[src/rtl/tmr_regfile_scrubber_if.sv]
// rtl/tmr_regfile_scrubber_if.sv - scrubber control, stall handshake and replica bus
interface tmr_regfile_scrubber_if #(
  parameter int ADDR_W = 5,
  parameter int DATA_W = 32
);
  logic              scrub_en;
  logic              force_scrub;
  logic              stall_req;
  logic              stall_ack;
  logic [ADDR_W-1:0] rf_addr;
  logic [DATA_W-1:0] rf_rdata_a;
  logic [DATA_W-1:0] rf_rdata_b;
  logic [DATA_W-1:0] rf_rdata_c;
  logic              rf_we;
  logic [DATA_W-1:0] rf_wdata;
  logic              busy;
  logic              scrub_done;
  logic [15:0]       err_count;
  logic              uncorrectable;
  logic [ADDR_W-1:0] fault_addr;

  // Scrubber side
  modport master (
    input  scrub_en, force_scrub, stall_ack, rf_rdata_a, rf_rdata_b, rf_rdata_c,
    output stall_req, rf_addr, rf_we, rf_wdata, busy, scrub_done,
    output err_count, uncorrectable, fault_addr
  );

  // Pipeline / register-file side
  modport slave (
    output scrub_en, force_scrub, stall_ack, rf_rdata_a, rf_rdata_b, rf_rdata_c,
    input  stall_req, rf_addr, rf_we, rf_wdata, busy, scrub_done,
    input  err_count, uncorrectable, fault_addr
  );
endinterface

[src/rtl/tmr_regfile_scrubber.sv]
// rtl/tmr_regfile_scrubber.sv - periodic majority-vote scrubber for a triplicated register file
module tmr_regfile_scrubber #(
  parameter int NUM_REGS       = 32,
  parameter int ADDR_W         = 5,
  parameter int DATA_W         = 32,
  parameter int SCRUB_INTERVAL = 1024
) (
  input  logic                   clk_i,
  input  logic                   main_rst_ni,
  tmr_regfile_scrubber_if.master bus
);

  localparam int                CNT_W     = (SCRUB_INTERVAL > 2) ? $clog2(SCRUB_INTERVAL) : 1;
  localparam logic [CNT_W-1:0]  CNT_LAST  = CNT_W'(SCRUB_INTERVAL - 1);
  localparam logic [ADDR_W-1:0] IDX_FIRST = ADDR_W'(1);
  localparam logic [ADDR_W-1:0] IDX_LAST  = ADDR_W'(NUM_REGS - 1);

  typedef enum logic [2:0] {S_IDLE, S_REQ, S_SCAN, S_FIX, S_DONE} state_e;

  state_e            state_q, state_d;
  logic [ADDR_W-1:0] idx_q, idx_d;
  logic [CNT_W-1:0]  cnt_q, cnt_d;
  logic [DATA_W-1:0] vote_q, vote_d;
  logic [15:0]       err_q, err_d;
  logic              unc_q, unc_d;
  logic [ADDR_W-1:0] fault_q, fault_d;

  logic [ADDR_W-1:0] rf_addr;
  logic [DATA_W-1:0] rf_wdata;
  logic              rf_we;
  logic              done;

  logic [DATA_W-1:0] a, b, c, vote;
  logic              all_eq, all_diff, at_last;

  assign a        = bus.rf_rdata_a;
  assign b        = bus.rf_rdata_b;
  assign c        = bus.rf_rdata_c;
  assign vote     = (a & b) | (a & c) | (b & c);
  assign all_eq   = (a == b) && (b == c);
  assign all_diff = (a != b) && (b != c) && (a != c);
  assign at_last  = (idx_q == IDX_LAST);

  // State and bookkeeping registers; a reset abandons any pass in flight
  always_ff @(posedge clk_i or negedge main_rst_ni) begin
    if (!main_rst_ni) begin
      state_q <= S_IDLE;
      idx_q   <= IDX_FIRST;
      cnt_q   <= '0;
      vote_q  <= '0;
      err_q   <= '0;
      unc_q   <= 1'b0;
      fault_q <= '0;
    end else begin
      state_q <= state_d;
      idx_q   <= idx_d;
      cnt_q   <= cnt_d;
      vote_q  <= vote_d;
      err_q   <= err_d;
      unc_q   <= unc_d;
      fault_q <= fault_d;
    end
  end

  // Next-state and replica-bus drive; losing stall_ack parks in REQ with idx held
  always_comb begin
    state_d  = state_q;
    idx_d    = idx_q;
    cnt_d    = cnt_q;
    vote_d   = vote_q;
    err_d    = err_q;
    unc_d    = unc_q;
    fault_d  = fault_q;
    rf_addr  = '0;
    rf_wdata = '0;
    rf_we    = 1'b0;
    done     = 1'b0;

    case (state_q)
      S_IDLE: begin
        if (bus.force_scrub || (bus.scrub_en && (cnt_q == CNT_LAST))) begin
          cnt_d   = '0;
          state_d = S_REQ;
        end else if (bus.scrub_en) begin
          cnt_d = cnt_q + 1'b1;
        end
      end

      S_REQ: begin
        if (bus.stall_ack) state_d = S_SCAN;
      end

      S_SCAN: begin
        rf_addr = idx_q;
        if (!bus.stall_ack) begin
          state_d = S_REQ;
        end else if (all_eq || all_diff) begin
          // No majority on a 3-way split: flag it and leave the replicas alone
          if (all_diff) begin
            unc_d   = 1'b1;
            fault_d = idx_q;
          end
          if (at_last) begin
            state_d = S_DONE;
            idx_d   = IDX_FIRST;
          end else begin
            idx_d = idx_q + 1'b1;
          end
        end else begin
          vote_d  = vote;
          fault_d = idx_q;
          state_d = S_FIX;
        end
      end

      S_FIX: begin
        rf_addr  = idx_q;
        rf_wdata = vote_q;
        if (!bus.stall_ack) begin
          // Write dropped; the word is re-read and re-voted after re-ack
          state_d = S_REQ;
        end else begin
          rf_we = 1'b1;
          if (err_q != 16'hFFFF) err_d = err_q + 16'd1;
          if (at_last) begin
            state_d = S_DONE;
            idx_d   = IDX_FIRST;
          end else begin
            state_d = S_SCAN;
            idx_d   = idx_q + 1'b1;
          end
        end
      end

      S_DONE: begin
        done    = 1'b1;
        idx_d   = IDX_FIRST;
        state_d = S_IDLE;
      end

      default: state_d = S_IDLE;
    endcase
  end

  assign bus.busy          = (state_q != S_IDLE);
  assign bus.stall_req     = (state_q != S_IDLE);
  assign bus.rf_addr       = rf_addr;
  assign bus.rf_we         = rf_we;
  assign bus.rf_wdata      = rf_wdata;
  assign bus.scrub_done    = done;
  assign bus.err_count     = err_q;
  assign bus.uncorrectable = unc_q;
  assign bus.fault_addr    = fault_q;

endmodule

[src/flat_wrapper.sv]
// flat-port wrapper written by rule: the top's interface ports become plain ports
module tmr_regfile_scrubber_flat 
#(
  parameter int NUM_REGS       = 32,
  parameter int ADDR_W         = 5,
  parameter int DATA_W         = 32,
  parameter int SCRUB_INTERVAL = 1024
)
  (clk_i, main_rst_ni, bus_scrub_en, bus_force_scrub, bus_stall_ack, bus_rf_rdata_a, bus_rf_rdata_b, bus_rf_rdata_c, bus_stall_req, bus_rf_addr, bus_rf_we, bus_rf_wdata, bus_busy, bus_scrub_done, bus_err_count, bus_uncorrectable, bus_fault_addr);
  tmr_regfile_scrubber_if #(.ADDR_W(ADDR_W), .DATA_W(DATA_W)) bus_i ();
  input  logic clk_i;
  input  logic main_rst_ni;
  input wire logic [$bits(bus_i.scrub_en)-1:0] bus_scrub_en;
  input wire logic [$bits(bus_i.force_scrub)-1:0] bus_force_scrub;
  input wire logic [$bits(bus_i.stall_ack)-1:0] bus_stall_ack;
  input wire logic [$bits(bus_i.rf_rdata_a)-1:0] bus_rf_rdata_a;
  input wire logic [$bits(bus_i.rf_rdata_b)-1:0] bus_rf_rdata_b;
  input wire logic [$bits(bus_i.rf_rdata_c)-1:0] bus_rf_rdata_c;
  output wire logic [$bits(bus_i.stall_req)-1:0] bus_stall_req;
  output wire logic [$bits(bus_i.rf_addr)-1:0] bus_rf_addr;
  output wire logic [$bits(bus_i.rf_we)-1:0] bus_rf_we;
  output wire logic [$bits(bus_i.rf_wdata)-1:0] bus_rf_wdata;
  output wire logic [$bits(bus_i.busy)-1:0] bus_busy;
  output wire logic [$bits(bus_i.scrub_done)-1:0] bus_scrub_done;
  output wire logic [$bits(bus_i.err_count)-1:0] bus_err_count;
  output wire logic [$bits(bus_i.uncorrectable)-1:0] bus_uncorrectable;
  output wire logic [$bits(bus_i.fault_addr)-1:0] bus_fault_addr;
  assign bus_i.scrub_en = bus_scrub_en;
  assign bus_i.force_scrub = bus_force_scrub;
  assign bus_i.stall_ack = bus_stall_ack;
  assign bus_i.rf_rdata_a = bus_rf_rdata_a;
  assign bus_i.rf_rdata_b = bus_rf_rdata_b;
  assign bus_i.rf_rdata_c = bus_rf_rdata_c;
  assign bus_stall_req = bus_i.stall_req;
  assign bus_rf_addr = bus_i.rf_addr;
  assign bus_rf_we = bus_i.rf_we;
  assign bus_rf_wdata = bus_i.rf_wdata;
  assign bus_busy = bus_i.busy;
  assign bus_scrub_done = bus_i.scrub_done;
  assign bus_err_count = bus_i.err_count;
  assign bus_uncorrectable = bus_i.uncorrectable;
  assign bus_fault_addr = bus_i.fault_addr;
  tmr_regfile_scrubber #(.NUM_REGS(NUM_REGS), .ADDR_W(ADDR_W), .DATA_W(DATA_W), .SCRUB_INTERVAL(SCRUB_INTERVAL)) u_core (.clk_i(clk_i), .main_rst_ni(main_rst_ni), .bus(bus_i));
endmodule
[config.mk]
export PLATFORM = sky130hd
export DESIGN_NAME = tmr_regfile_scrubber_flat
export DESIGN_NICKNAME = d
export VERILOG_FILES = /design/src/rtl/tmr_regfile_scrubber_if.sv /design/src/rtl/tmr_regfile_scrubber.sv /design/src/flat_wrapper.sv
export SDC_FILE = /design/constraint.sdc
export NUM_CORES = 1
export LEC_CHECK = 0
export ABC_AREA = 1
export CORE_ASPECT_RATIO = 1.2
export CORE_MARGIN = 2
export CORE_UTILIZATION = 30
export CTS_CLUSTER_DIAMETER = 100
export DETAILED_ROUTE_END_ITERATION = 6
export HOLD_SLACK_MARGIN = 0.05
export PLACE_DENSITY_LB_ADDON = 0.3
export RECOVER_POWER = 100
export SLEW_MARGIN = 20
export SYNTH_ARGS = -nofsm -noshare
export SYNTH_HDL_FRONTEND = slang
export SYNTH_SLANG_ARGS = --single-unit
[constraint.sdc]
create_clock -name clk_i -period 2.6 [get_ports clk_i]
set_clock_uncertainty 0.15 [all_clocks]
set_input_delay 0.26 -clock clk_i [delete_from_list [all_inputs] [get_ports clk_i]]
set_output_delay 0.26 -clock clk_i [all_outputs]
set_load 0.02 [all_outputs]
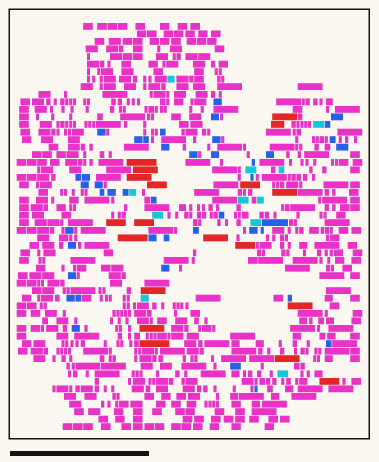
(cell sizes after repair)
Scale bar: 50 um.
legend:
  blue:
    size: _2 cells
    cells: 43
    share: 5.0%
  cyan:
    size: _3 and _4 cells
    cells: 11
    share: 1.3%
  magenta:
    size: _0 and _1 cells
    cells: 782
    share: 91%
  red:
    size: _6 and larger
    cells: 19
    share: 2.2%

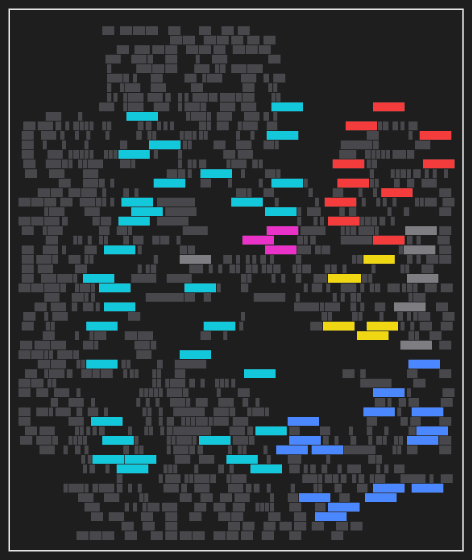
(register map, names as in the netlist)
Other sequential cells in the stronger gray, the rest of the logic in the fainter gray.
legend:
  red:
    signal: `u_core.cnt_q`
    placed_flops: 10
  cyan:
    signal: `u_core.vote_q`
    placed_flops: 32
  magenta:
    signal: `u_core.state_q`
    placed_flops: 3
  yellow:
    signal: `u_core.idx_q`
    placed_flops: 5
    where: east
  blue:
    signal: `u_core.bus.err_count`
    placed_flops: 16
    where: south-east
not colored: 6

==> impl_metrics.ini <==
; synthesis and place-and-route metrics
[finish]
layout.nets = 1051
finalNonFillerCells = 1107
diodes = 0
syn2layout_area_growth_pct = 38.6

[power]
p_seq_mw = 1.41
power.density_nw_per_um2 = 543
p_leak_nw = 3.75
clk-power_mw = 1.45
pg_comb_mw = 1.38
seq_power_share_pct = 33.3
p_sw_share_pct = 33.3

[synth]
synth-simple-area-share_pct = 27.1
ys_seq_share_pct = 32.0
ys.flop_type = dfrtp_1
top_area_cell = dfrtp_1
synth_area_per_cell_um2 = 8.32
edf_count = 0
ys_cells = 677
syn_area_um2 = 5630
ys.flops = 72
xor_share_pct = 2.49
muxShareOfSynthArea_pct = 0.200
synthCells = 677
top_cells_by_area = dfrtp_1, ha_1, nor2_1
yosys_warnings = 0

[setup_path]
reg2regPathDepth = 10
critPathCapture = bus_rf_wdata[0]
reg2reg_from = u_core.state_q[0]
path_max_fanout = 33
arrival_ps = 2070
cp-startpoint = u_core.state_q[1]

[global_routing]
antenna_found_initial = 0
grt_first_pass_wirelength_um = 23300
overflow = 0
grt_pass1_vias = 4757

[hold_path]
min_to = u_core.bus.fault_addr[0]
hp-class = flip-flop to flip-flop
min-delay-start = u_core.bus.fault_addr[0]

[sta]
worstMarginPinSlew_ps = 1730
worst_slack_ps = 116
post-route-period-util_pct = 95.5
fin_tns_setup_ps = 0
period_needed_ps = 2480
rsz0062_at_grt = no
slew_viol_final = 30

[clock_tree]
cts_buffers = 9
clockRootBuffer = clkbuf_16
cts_buffer_depth = 2
cts_tree = yes
h-tree-depth = 3

[floorplan]
fp_util_pct = 30.8
die_w_um = 129
die_h_um = 154
num_io_pins = 164

[flow_run]
warning_count = 26
cap_violations = 1

[placement]
dp_cells = 1090
post-place-ws_ps = -15.9
postPlaceCellArea_um2 = 7600
hpwl_um = 12100

[routing]
dr.pass1.iters = 4
drc = 0
antenna_left = 0

[outcome]
status = complete, but fails checks
violations = capacitance limit, slew limit
-- area by class of cell --
| class | instances | area, um^2 |
|---|---|---|
| Timing Repair Buffer | 173 | 1750 |
| Clock buffer | 11 | 243 |
| Clock inverter | 5 | 104 |
| Multi-Input combinational cell | 498 | 3240 |
| Fill cell | 1892 | 10500 |
| Sequential cell | 72 | 1800 |
| Tap cell | 252 | 315 |
| Inverter | 96 | 363 |
-- cell usage in the layout, fill, tap and decap left out, types with 4 or more instances in the layout --
cell type,n
dlygate4sd3_1,60
o21ai_0,27
inv_2,4
ha_1,100
xor2_1,8
clkbuf_16,9
nand3_1,24
nor3_1,42
xnor2_1,8
dfrtp_1,71
nor2_1,117
nand4_1,10
a21oi_1,6
nand2_1,105
buf_12,4
nand2_2,8
nor2_2,4
o21ai_2,20
clkdlybuf4s50_1,103
inv_1,90
-- critical path, stage by stage, from the launching register on --
cell and delay (ps):
dfrtp_1 390, inv_2 70, nor2_4 150, nand2_8 200
nor2_1 260, clkdlybuf4s50_1 660
-- what timing repair did --
item                                    in CTS  in global routing
gates resized                                1                  3
hold endpoints to repair                    29                  0
hold buffers                                 1                  0
endpoints found under the setup margin       1                  6
-- metal layers --
layer | vias up | part of all wire [%] | global-route usage [%] | routed length (um)
li1 | 2549 | - | - | -
met1 | 2188 | 43 | 17.9 | 6240
met2 | 101 | 51 | 26.4 | 7290
met3 | 13 | 4.6 | 3.10 | 657
met4 | 0 | 1.6 | 5.07 | 229
met5 | - | 0 | 0 | 0
-- registers in the layout (all words and copies together) (netlist names) --
signal	flops
u_core.state_q	3
u_core.vote_q	32
u_core.bus.err_count	16
u_core.cnt_q	10
u_core.bus.fault_addr	5
u_core.idx_q	5
u_core.bus.uncorrectable	1
